Fig. 1: run 1, signal wires on met1
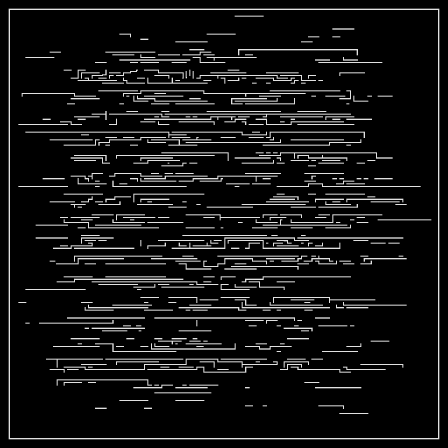
Fig. 2: run 1, the metal 4 layer
Bar = 20 µm.
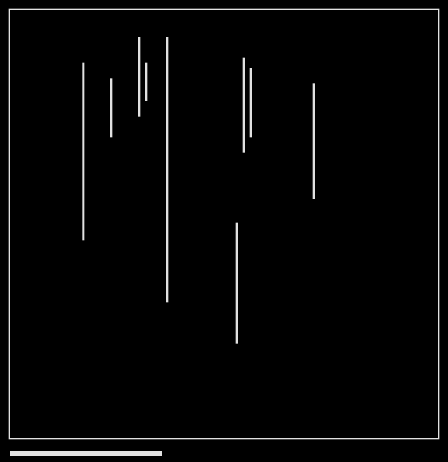
Fig. 3: run 1, M2 wires
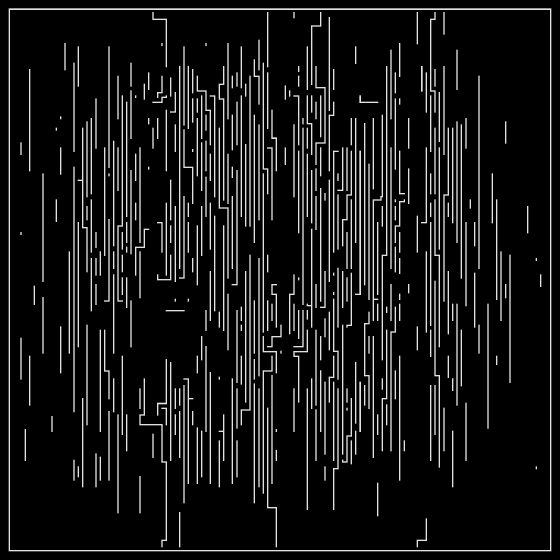
Fig. 4: run 1, track usage over the die
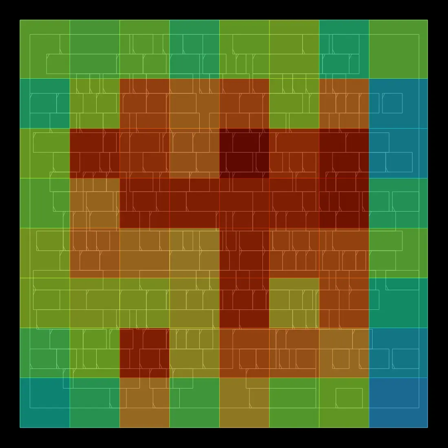
## config.mk

```make
export PLATFORM = sky130hd
export DESIGN_NAME = universal_shift_register_n
export DESIGN_NICKNAME = d
export VERILOG_FILES = /design/src/rtl/universal_shift_register_n.sv
export SDC_FILE = /design/constraint.sdc
export NUM_CORES = 1
export LEC_CHECK = 0
export ABC_CLOCK_PERIOD_IN_PS = 1650
export CAP_MARGIN = 15
export CORE_UTILIZATION = 51
export CTS_CLUSTER_SIZE = 40
export DETAILED_ROUTE_END_ITERATION = 7
export GPL_TIMING_DRIVEN = 0
export PLACE_DENSITY_LB_ADDON = 0.15
export SYNTH_ARGS = -nofsm -noshare
export SYNTH_HDL_FRONTEND = slang
export SYNTH_SLANG_ARGS = --single-unit
```

## constraint.sdc

```tcl
create_clock -name clk -period 1.65 [get_ports clk]
set_input_delay 0.33 -clock clk [delete_from_list [all_inputs] [get_ports clk]]
set_output_delay 0.33 -clock clk [all_outputs]
set_load 0.01 [all_outputs]
```

## src/rtl/universal_shift_register_n.sv

```systemverilog
// Parametrised universal shift/rotate register with single-step modes and a
// multi-cycle burst shift that reports progress through busy and a done pulse.
module universal_shift_register_n #(
    parameter int unsigned WIDTH = 8,
    parameter int unsigned CNT_W = 4
) (
    input  logic             clk,
    input  logic             reset,
    input  logic             en,
    input  logic [2:0]       mode,
    input  logic [WIDTH-1:0] d,
    input  logic             ser_in_lsb,
    input  logic             ser_in_msb,
    input  logic             start,
    input  logic [CNT_W-1:0] count,
    output logic [WIDTH-1:0] q,
    output logic             ser_out_msb,
    output logic             ser_out_lsb,
    output logic             busy,
    output logic             done
);

    typedef enum logic {
        StIdle,
        StBurst
    } state_e;

    localparam logic [2:0] ModeHold = 3'b000;
    localparam logic [2:0] ModeLoad = 3'b001;
    localparam logic [2:0] ModeShl  = 3'b010;
    localparam logic [2:0] ModeShr  = 3'b011;
    localparam logic [2:0] ModeRol  = 3'b100;
    localparam logic [2:0] ModeRor  = 3'b101;
    localparam logic [2:0] ModeAsr  = 3'b110;
    localparam logic [2:0] ModeClr  = 3'b111;

    state_e           state_q, state_d;
    logic [2:0]       mode_q, mode_d;
    logic [CNT_W-1:0] cnt_q, cnt_d;
    logic [WIDTH-1:0] q_q, q_d;
    logic             done_q, done_d;
    logic             shift_mode;

    // One step of the given operation applied to the current contents.
    function automatic logic [WIDTH-1:0] step_op(
        input logic [2:0]       op,
        input logic [WIDTH-1:0] cur,
        input logic [WIDTH-1:0] ld,
        input logic             sil,
        input logic             sim
    );
        logic [WIDTH-1:0] res;
        res = cur;
        case (op)
            ModeHold: res = cur;
            ModeLoad: res = ld;
            ModeShl:  res = {cur[WIDTH-2:0], sil};
            ModeShr:  res = {sim, cur[WIDTH-1:1]};
            ModeRol:  res = {cur[WIDTH-2:0], cur[WIDTH-1]};
            ModeRor:  res = {cur[0], cur[WIDTH-1:1]};
            ModeAsr:  res = {cur[WIDTH-1], cur[WIDTH-1:1]};
            ModeClr:  res = '0;
            default:  res = cur;
        endcase
        return res;
    endfunction

    // Only shift/rotate modes can be burst; hold/load/clear stay single-step.
    assign shift_mode = (mode >= ModeShl) && (mode <= ModeAsr);

    // Next-state: single steps and burst launch in idle, one latched step per cycle in burst.
    always_comb begin
        state_d = state_q;
        mode_d  = mode_q;
        cnt_d   = cnt_q;
        q_d     = q_q;
        done_d  = 1'b0;
        unique case (state_q)
            StIdle: begin
                if (start && shift_mode) begin
                    if (count != '0) begin
                        mode_d  = mode;
                        cnt_d   = count;
                        state_d = StBurst;
                    end else begin
                        // Empty burst completes immediately without touching q.
                        done_d = 1'b1;
                    end
                end else if (start || en) begin
                    q_d = step_op(mode, q_q, d, ser_in_lsb, ser_in_msb);
                end
            end
            StBurst: begin
                q_d   = step_op(mode_q, q_q, d, ser_in_lsb, ser_in_msb);
                cnt_d = cnt_q - CNT_W'(1);
                if (cnt_q == CNT_W'(1)) begin
                    done_d  = 1'b1;
                    state_d = StIdle;
                end
            end
            default: state_d = StIdle;
        endcase
    end

    // State register with asynchronous active-high reset.
    always_ff @(posedge clk or posedge reset) begin
        if (reset) begin
            state_q <= StIdle;
            mode_q  <= ModeHold;
            cnt_q   <= '0;
            q_q     <= '0;
            done_q  <= 1'b0;
        end else begin
            state_q <= state_d;
            mode_q  <= mode_d;
            cnt_q   <= cnt_d;
            q_q     <= q_d;
            done_q  <= done_d;
        end
    end

    assign q           = q_q;
    assign ser_out_msb = q_q[WIDTH-1];
    assign ser_out_lsb = q_q[0];
    assign busy        = (state_q == StBurst);
    assign done        = done_q;

endmodule

```

==> metrics.csv, run 1 <==
stage,metric,value,unit
finish,layout_top_cell,clkdlybuf4s50_1,
sta,fin_crit_sh,97.4,%
synthesis,postSynthSeqShare,28.2,%
drt,drcViolationCount,0,
critical_path,critical_path_buf_inv_count,1,
grt,grt_first_pass_wirelength,7350,µm
grt,grt_pass1_vias,1587,
critical_path,worstSetupStartpointType,flip-flop,
clock_network,holdBufCountCts,0,
critical_path,r2r-end,q[7],
synthesis,ff_type,dfrtp_1,
critical_path,critPathMaxStageDelay,550,ps
finish,final_cells,247,
synthesis,synthTopCellsByCount,"19 x nor2_1, 17 x dfrtp_1, 13 x a221oi_1, 11 x inv_1",
floorplan,chipArea,0.00318,mm²
synthesis,edf_count,0,
critical_path,crit_end,q[2],
synthesis,synthesis.nets,188,
flow_run,openroad.warnings,28,
sta,timing.hold.ws,298,ps
sta,maxSlewHeadroom,54.7,%
synthesis,synth_cells,165,
clock_network,cts.path.max_buffers,2,
floorplan,rows,19,
critical_path,startpoint,q[2],
floorplan,fp_util,54.3,%
synthesis,synth_top_area_share,28.2,%
synthesis,ys_async_sr_fraction,100,%
grt,grt-ovfl-total,0,
floorplan,ios,33,
critical_path,slowest_stage,clkdlybuf4s50_1,
floorplan,fp.dieH,56.4,µm
sta,hold_viol,0,
synthesis,most_common_cell,nor2_1,
power,p_leak,0.834,nW
min_path,hold_start,mode[2],
min_path,hold_path.class,in -> reg,
run_status,status,finished clean,
drt,ant_nets,0,
finish,n_fill_cell,202,
synthesis,synthSimpleGateAreaFrac,14.7,%
Back to the opening pictures, Fig. 1:
- nets with wire on the layer: 206
- wire length on this layer: 1830 µm
- longest straight run: 24.4 µm
- main direction: horizontal
- share of all routed wire: 40%

Back to the opening pictures, Fig. 2:
- share of all routed wire: 2.9%
- longest straight run: 34.7 µm
- nets with wire on the layer: 9
- wire length on this layer: 132 µm
- main direction: vertical
final wirelength: 4600 µm
routed via count: 1640

Back to the opening pictures, Fig. 3:
- main direction: vertical
- longest straight run: 25.5 µm
- share of all routed wire: 47%
- wire length on this layer: 2180 µm
- nets with wire on the layer: 211
met2 Resource Use GR: 47.8%

Back to the opening pictures, Fig. 4:
Final Util: 73.5%
met1 usage: 39.2%
met3 Track Usage GR: 5.30%
Wirelength per Cell: 18.6 µm
GRT Total Usage: 30.2%

[run 1: metrics by stage]
| stage | total power, mW | setup slack, ps |
|---|---|---|
| 5_1_grt | 4.09 | 5.94 |
| 6_report | 3.83 | 42.2 |
| 3_5_place_dp | 3.20 | -422 |
| 4_1_cts | 3.58 | -7.27 |
| 2_1_floorplan | 2.48 | 156 |
| 3_3_place_gp | 3.11 | -394 |
[run 1: final cells by class]
class	count	area, µm²	share of cell area, %
clock buffer	4	26.3	1.29
inverter	11	41.3	2.02
multi-input combinational	125	976	47.7
sequential	17	437	21.4
timing repair buffer	47	428	20.9
buffer	12	97.6	4.77
tap	31	38.8	1.90
[run 1: where the power goes]
group          switching [mW]  total (mW)  internal [mW]
clock network           0.151       0.245         0.0945
logic                    1.34        2.73           1.39
registers               0.197       0.857          0.660
total                    1.69        3.83           2.14
## Run 2: what changed since run 1
--- a/config.mk
+++ b/config.mk
@@ -11,6 +11,7 @@
 export CTS_CLUSTER_SIZE = 40
 export DETAILED_ROUTE_END_ITERATION = 7
 export GPL_TIMING_DRIVEN = 0
+export HOLD_SLACK_MARGIN = 0.05
 export PLACE_DENSITY_LB_ADDON = 0.15
 export SYNTH_ARGS = -nofsm -noshare
 export SYNTH_HDL_FRONTEND = slang
Fig. 5: run 2, track usage over the die
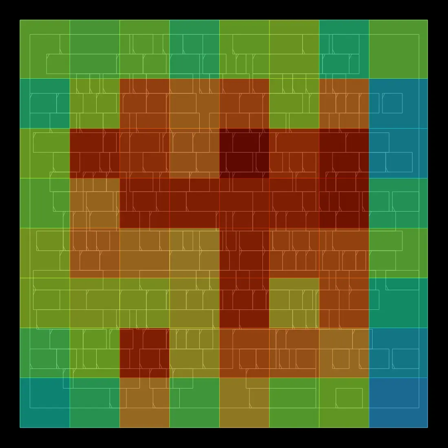
Top Usage Layer GRT: met2

Fig. 6: run 2, signal wires on met3
Bar = 20 µm. Cells faint in the background.
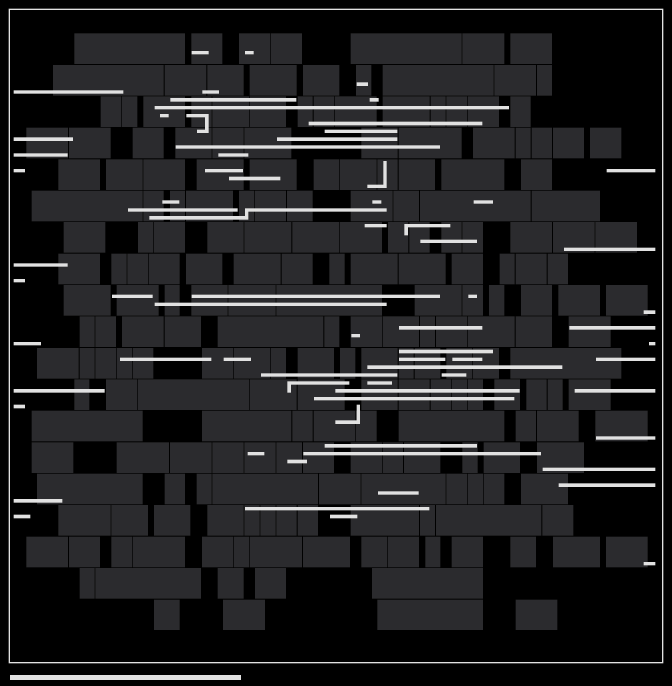
- longest straight run: 30.4 µm
- nets with wire on the layer: 56
- main direction: horizontal
- wire length on this layer: 456 µm

==> metrics.csv, run 2 <==
stage,metric,value,unit,change
run_status,status,finished clean,,
critical_path,startpoint,q[2],,
sta,maxSlewHeadroom,54.7,%,unchanged
drt,ant_nets,0,,unchanged
min_path,hold_path.class,in -> reg,,
floorplan,rows,19,,unchanged
grt,use_met1,39.2,%,unchanged
sta,hold_viol,0,,unchanged
clock_network,holdBufCountCts,0,,unchanged
critical_path,r2r-end,q[7],,
synthesis,synthesis.nets,188,,unchanged
sta,layout_setup_ws,42.2,ps,unchanged
synthesis,edf_count,0,,unchanged
sta,fin_crit_sh,97.4,%,unchanged
min_path,hold_start,mode[2],,
grt,grt_pass1_vias,1587,,unchanged
synthesis,synthSimpleGateAreaFrac,14.7,%,unchanged
drt,vias,1640,,unchanged
sta,timing.hold.ws,298,ps,unchanged
floorplan,fp.dieH,56.4,µm,unchanged
grt,grt-ovfl-total,0,,unchanged
finish,logic_area,976,µm²,unchanged
critical_path,worstSetupStartpointType,flip-flop,,
drt,drt-wirelength-per-cell,18.6,µm,unchanged
drt,drcViolationCount,0,,unchanged
grt,gr-usage-met2,47.8,%,unchanged
synthesis,most_common_cell,nor2_1,,
synthesis,ff_type,dfrtp_1,,
run 2: cell counts after synthesis:
Identical to the previous run, type by type.
run 2: where the power goes:
group / total [mW] / leakage, nW / switching, mW / internal (mW)
combinational: 2.73 / 0.629 / 1.34 / 1.39
sequential: 0.857 / 0.190 / 0.197 / 0.660
clock: 0.245 / 0.0150 / 0.151 / 0.0945
run 2: layout make-up:
cell class / count / area share, %
buffer: 12 / 4.77
clock buffer: 4 / 1.29
inverter: 11 / 2.02
multi-input combinational: 125 / 47.7
sequential: 17 / 21.4
tap: 31 / 1.90
timing repair buffer: 47 / 20.9
run 2: timing repair:
item | 4_1_cts | 5_1_grt
resized | 13 | 7
setup endpoints to repair | 17 | 14
setup buffers | 6 | 11
pin swaps | 0 | 2
## Run 3: what changed since run 2
--- a/config.mk
+++ b/config.mk
@@ -5,14 +5,14 @@
 export SDC_FILE = /design/constraint.sdc
 export NUM_CORES = 1
 export LEC_CHECK = 0
-export ABC_CLOCK_PERIOD_IN_PS = 1650
 export CAP_MARGIN = 15
-export CORE_UTILIZATION = 51
+export CORE_UTILIZATION = 40
 export CTS_CLUSTER_SIZE = 40
 export DETAILED_ROUTE_END_ITERATION = 7
 export GPL_TIMING_DRIVEN = 0
 export HOLD_SLACK_MARGIN = 0.05
 export PLACE_DENSITY_LB_ADDON = 0.15
+export RECOVER_POWER = 100
 export SYNTH_ARGS = -nofsm -noshare
 export SYNTH_HDL_FRONTEND = slang
 export SYNTH_SLANG_ARGS = --single-unit
Fig. 7: run 3, signal wires on met3
Bar = 20 µm. Cells faint in the background.
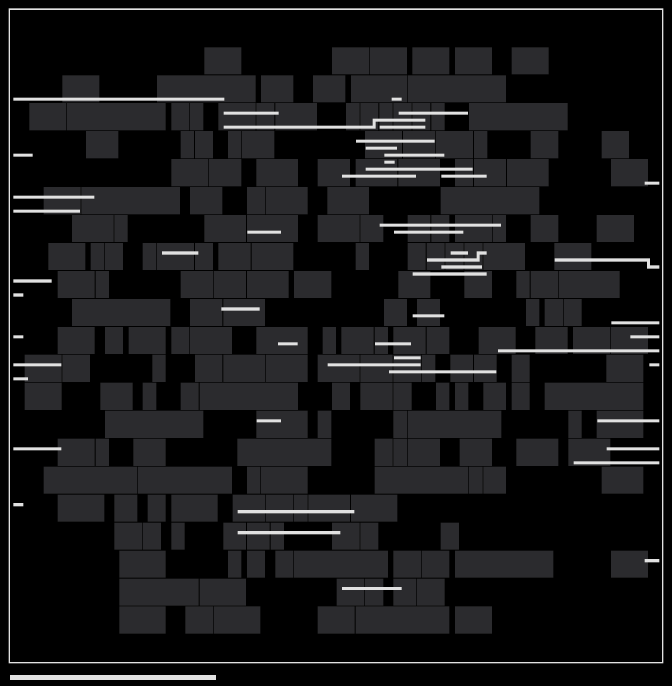
- main direction: horizontal
- longest straight run: 20.2 µm
- wire length on this layer: 282 µm

Fig. 8: run 3, where the registers sit
Bar = 20 µm. Other sequential cells in the stronger grey, the rest of the logic in the fainter grey.
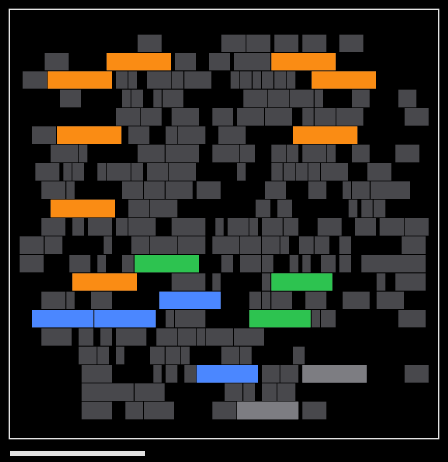
- blue: cnt_q (placed flops 4)
- green: mode_q (placed flops 3)
- orange: q (placed flops 8)
- not coloured: 2
Final Util: 57.7%
Seq/total area: 21.9%
Flop area: 438 µm²

==> metrics.csv, run 3 <==
stage,metric,value,unit,change
run_status,status,finished clean,,
finish,nNonClkBuffers,49,,-17%
sta,timing.hold.ws,335,ps,+37.2 ps
grt,grt-ovfl-total,0,,unchanged
drt,drt-wirelength-per-cell,16.4,µm,-12%
finish,logic_area,953,µm²,-2.3%
critical_path,crit_fanout,4,,
clock_network,post_cts_resized,7,,-6
finish,largest_cell_class,multi-input combinational cells,,
drt,vias,1535,,-6.4%
power,p_comb_share,64.9,%,-6.3 points
floorplan,rows,21,,+2
floorplan,taps,46,,+48%
grt,gr-usage-met2,30.2,%,-18 points
synthesis,ff_type,dfrtp_1,,
min_path,hold_end,mode_q[1],,
grt,use_met1,31.7,%,-7.5 points
grt,grt_pass1_vias,1337,,-16%
synthesis,edf_count,0,,unchanged
min_path,hold_start,mode[1],,
synthesis,topCombFamilyByArea,AND-OR/OR-AND gates,,
finish,buf_share,23.2,%,-2.5 points
synthesis,most_common_cell,nor2_1,,
power,pg_seq,959,µW,+12%
power,p_int,2.08,mW,-3.1%
finish,clock_buffers,3,,-1
min_path,hold_path.class,in -> reg,,
finish,comb_share,47.6,%,-0.11 points
power,powerClk,323,µW,+32%
power,power-top-group,combinational logic,,
power,swShare,43.2,%,-0.91 points
power,p_sw,1.58,mW,-6.6%
synthesis,synthSimpleGateAreaFrac,14.7,%,unchanged
finish,largest_reg_flops,8,,
finish,nMultiInputCombCells,125,,unchanged
critical_path,startpoint,q[7],,
clock_network,cts_post_setup_buffers_inserted,4,,-2
critical_path,worstSetupStartpointType,flip-flop,,
clock_network,holdBufCountCts,0,,unchanged
power,clockPowerShare,8.8,%,+2.4 points
finish,inverters,11,,unchanged
power,p_seq_share,26.3,%,+3.9 points
drt,drcViolationCount,0,,unchanged
drt,ant_nets,0,,unchanged
finish,clk_share,2.31,%,+1.0 points
synthesis,synthesis.nets,188,,unchanged
critical_path,r2r-end,q[5],,
## run 3: cell counts after synthesis
Identical to the previous run, type by type.
## run 3: worst max path at each step
stage	to	slack, ps	cells after the start
2_1_floorplan	mode_q[0]	160	5
3_3_place_gp	q[1]	-390	6
3_5_place_dp	q[1]	-400	6
4_1_cts	q[6]	2	1
5_1_grt	q[6]	5	5
6_report	ser_out_msb	40	1
## run 3: routing by layer
metal / vias to the layer above / routed length, µm
li1: 708 / -
met1: 742 / 1930
met2: 78 / 1870
met3: 7 / 282
met4: 0 / 44
met5: - / 0
## run 3: metrics by stage
stage / total power [mW] / area, µm²
floorplan: 2.48 / 1510
global placement: 3.14 / 1870
detailed placement: 3.18 / 1870
CTS: 3.59 / 1950
global route: 3.93 / 2000
finish: 3.65 / 2000
Power and IR drop assume default switching activity.
